File: config.mk
export PLATFORM = sky130hd
export DESIGN_NAME = spike_rate_decoder
export DESIGN_NICKNAME = d
export VERILOG_FILES = /design/src/rtl/spike_rate_decoder.sv
export SDC_FILE = /design/constraint.sdc
export NUM_CORES = 1
export LEC_CHECK = 0
export ABC_CLOCK_PERIOD_IN_PS = 1500
export CORE_MARGIN = 2
export CORE_UTILIZATION = 46
export CTS_CLUSTER_DIAMETER = 50
export DETAILED_ROUTE_END_ITERATION = 8
export PLACE_DENSITY = 0.85
export REMOVE_ABC_BUFFERS = 1
export SLEW_MARGIN = 10
export SYNTH_ARGS = -nofsm -noshare
export SYNTH_HDL_FRONTEND = slang
export SYNTH_SLANG_ARGS = --single-unit
export TNS_END_PERCENT = 20
File: constraint.sdc
create_clock -name clk -period 1.5 [get_ports clk]
set_input_delay 0.3 -clock clk [delete_from_list [all_inputs] [get_ports clk]]
set_output_delay 0.3 -clock clk [all_outputs]
set_load 0.03 [all_outputs]
File: src/rtl/spike_rate_decoder.sv
// spike_rate_decoder
// Turns a neuron's spike level back into numbers: counts spike rising
// edges over a fixed window of WINDOW_CYCLES enabled cycles and offers the
// saturated count through a valid/ready handshake. A result that closes
// while the previous one is still unconsumed is dropped and flagged in the
// sticky overrun flag.
// Optional inter-spike-interval measurement is built only when the macro
// SPIKE_DECODER_ISI_EN is defined; otherwise isi_out/isi_valid are tied 0.
module spike_rate_decoder #(
  parameter int WINDOW_CYCLES = 1024,
  parameter int COUNT_W       = 8,
  parameter int ISI_W         = 16
) (
  input  logic               clk,
  input  logic               reset,
  input  logic               enable,
  input  logic               spike,
  output logic [COUNT_W-1:0] rate_out,
  output logic               rate_valid,
  input  logic               rate_ready,
  output logic               overrun,
  output logic [ISI_W-1:0]   isi_out,
  output logic               isi_valid
);

  localparam int WIN_W = (WINDOW_CYCLES > 2) ? $clog2(WINDOW_CYCLES) : 1;
  localparam logic [WIN_W-1:0]   WIN_LAST = WIN_W'(WINDOW_CYCLES - 1);
  localparam logic [COUNT_W-1:0] CNT_MAX  = {COUNT_W{1'b1}};

  logic               spike_q_reg;
  logic [WIN_W-1:0]   win_cnt_reg;
  logic [COUNT_W-1:0] cnt_reg;
  logic [COUNT_W-1:0] rate_out_reg;
  logic               rate_valid_reg;
  logic               overrun_reg;

  logic               spike_edge;
  logic               win_close;
  logic               transfer;
  logic [COUNT_W-1:0] cnt_sum;

  // Edge detect, window-close and handshake qualifiers; the saturated sum
  // includes an edge on the final cycle so it belongs to the closing window.
  always_comb begin
    spike_edge = spike & ~spike_q_reg;
    win_close  = enable & (win_cnt_reg == WIN_LAST);
    transfer   = rate_valid_reg & rate_ready;
    cnt_sum    = cnt_reg;
    if (spike_edge && (cnt_reg != CNT_MAX)) begin
      cnt_sum = cnt_reg + COUNT_W'(1);
    end
  end

  // Previous spike level tracks every cycle, even while decoding is frozen,
  // so a level held across an enable gap is not mistaken for a new edge.
  always_ff @(posedge clk) begin
    if (reset) begin
      spike_q_reg <= 1'b0;
    end else begin
      spike_q_reg <= spike;
    end
  end

  // Window position and running spike count; both hold while disabled.
  always_ff @(posedge clk) begin
    if (reset) begin
      win_cnt_reg <= '0;
      cnt_reg     <= '0;
    end else if (enable) begin
      if (win_close) begin
        win_cnt_reg <= '0;
        cnt_reg     <= '0;
      end else begin
        win_cnt_reg <= win_cnt_reg + WIN_W'(1);
        cnt_reg     <= cnt_sum;
      end
    end
  end

  // Result holding register: load on close when the slot is free (or being
  // emptied this cycle), otherwise drop the new result and flag overrun.
  always_ff @(posedge clk) begin
    if (reset) begin
      rate_out_reg   <= '0;
      rate_valid_reg <= 1'b0;
      overrun_reg    <= 1'b0;
    end else begin
      if (win_close) begin
        if (!rate_valid_reg || transfer) begin
          rate_out_reg   <= cnt_sum;
          rate_valid_reg <= 1'b1;
        end else begin
          overrun_reg <= 1'b1;
        end
      end else if (transfer) begin
        rate_valid_reg <= 1'b0;
      end
    end
  end

  assign rate_out   = rate_out_reg;
  assign rate_valid = rate_valid_reg;
  assign overrun    = overrun_reg;

`ifdef SPIKE_DECODER_ISI_EN
  localparam logic [ISI_W-1:0] ISI_MAX = {ISI_W{1'b1}};

  logic [ISI_W-1:0] isi_cnt_reg;
  logic [ISI_W-1:0] isi_out_reg;
  logic             isi_valid_reg;
  logic             seen_first_reg;

  // Interval counter restarts at 1 on each edge; the first edge after reset
  // only arms the measurement, later edges publish the elapsed interval.
  always_ff @(posedge clk) begin
    if (reset) begin
      isi_cnt_reg    <= '0;
      isi_out_reg    <= '0;
      isi_valid_reg  <= 1'b0;
      seen_first_reg <= 1'b0;
    end else begin
      isi_valid_reg <= 1'b0;
      if (enable) begin
        if (spike_edge) begin
          if (seen_first_reg) begin
            isi_out_reg   <= isi_cnt_reg;
            isi_valid_reg <= 1'b1;
          end
          seen_first_reg <= 1'b1;
          isi_cnt_reg    <= ISI_W'(1);
        end else if (seen_first_reg && (isi_cnt_reg != ISI_MAX)) begin
          isi_cnt_reg <= isi_cnt_reg + ISI_W'(1);
        end
      end
    end
  end

  assign isi_out   = isi_out_reg;
  assign isi_valid = isi_valid_reg;
`else
  assign isi_out   = '0;
  assign isi_valid = 1'b0;
`endif

endmodule

### Pin map

Drawn at 4 px/µm. Pins as bars across the die edge, other pins in gray.
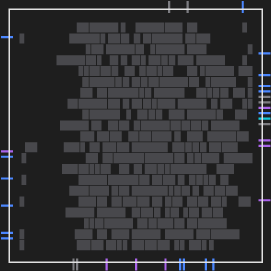
Blue marks isi_out, pins 16, direction output, edge 6 left, 5 right, 4 bottom, 1 top. Cyan marks rate_ready, pins 1, direction input, edge right. Purple marks rate_out, pins 8, direction output, edge 4 right, 3 bottom, 1 left.
Die H: 62.9 µm
die width: 62.9 µm

### Where the registers sit

Drawn at 4 px/µm. Other sequential cells in the stronger gray, the rest of the logic in the fainter gray.
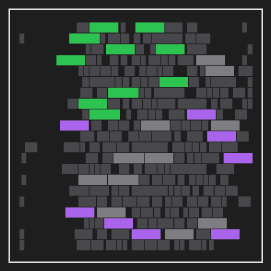
Green marks win_cnt_reg, sequential cells 10. Purple marks rate_out, sequential cells 8.
Another 11 sequential cells are not colored.

### Wiring by layer

Drawn at 6 px/µm.
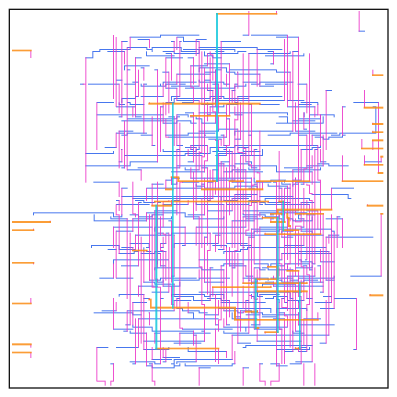
Orange marks met3, wire length 263 µm. Cyan marks met4, wire length 129 µm. Magenta marks met2, wire length 1980 µm. Blue marks met1, wire length 1710 µm.

### Routing congestion

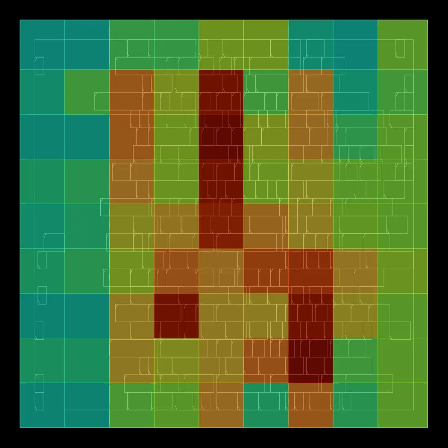
Total Routing Usage GR: 19.0%
met1 GRT Util: 22.3%
met3 usage: 3.42%

## layer usage
layer,global-route usage (%),up-vias
met3,3.42,15
met1,22.3,714
met2,31.9,72
li1,-,722
met5,0,-
met4,11.7,0
## cells by family (layout without fill, tap and decap cells)
| group | Yosys count | in the layout | synth area share, % |
|---|---|---|---|
| compound gates | 40 | 40 | 17.3 |
| xor+xnor | 10 | 10 | 5.49 |
| fa+ha+maj | 2 | 2 | 1.57 |
| buf+inv | 32 | 71 | 12.3 |
| flops | 29 | 29 | 36.4 |
| mux | 3 | 3 | 1.88 |
| other cells | 1 | 17 | 0.235 |
| simple gates | 64 | 64 | 24.7 |
## power by group
part | internal [mW] | switching [mW]
Clock | 0.271 | 0.292
Sequential | 0.779 | 0.00825
Combinational | 0.0621 | 0.115
==> flow_metrics.tcl <==
# metrics dict for downstream scripts
set metrics [dict create \
    hold_slack_ps 258 \
    pre_cts_slack_ps -409 \
    status "finished with violations" \
    grt_pass1_vias 1383 \
    finalSetupViolations 7 \
    regArea_um2 587 \
    synth-async-reset-ratio_pct 0 \
    cts.path.max_buffers 2 \
    ys_area_um2 1590 \
    root_buffer "clkbuf_4" \
    core_um2 3340 \
    dieArea_um2 3950 \
    path_depth 7 \
    fin_nets 242 \
    ff_type "dfxtp_1" \
    port_buffers 14 \
    hp-start "spike" \
    drtIter0Drc 166 \
    crit_path_start "win_cnt_reg[1]$_SDFFE_PP0P_" \
    areaGrowthSynthToFinish_pct 36.3 \
    worst_slack_ps -51.8 \
    failed_checks "negative setup slack" \
    ys_seq_share_pct 36.4 \
    yosysTopAreaCell "dfxtp_1" \
    fin_area_um2 2170 \
    vdd_drop_max_mv 0.395 \
    syn_avg_cell_area_um2 8.81 \
    final_util_pct 65.1 \
]
Power figures rest on the tool's default switching activity, not on a simulated workload.
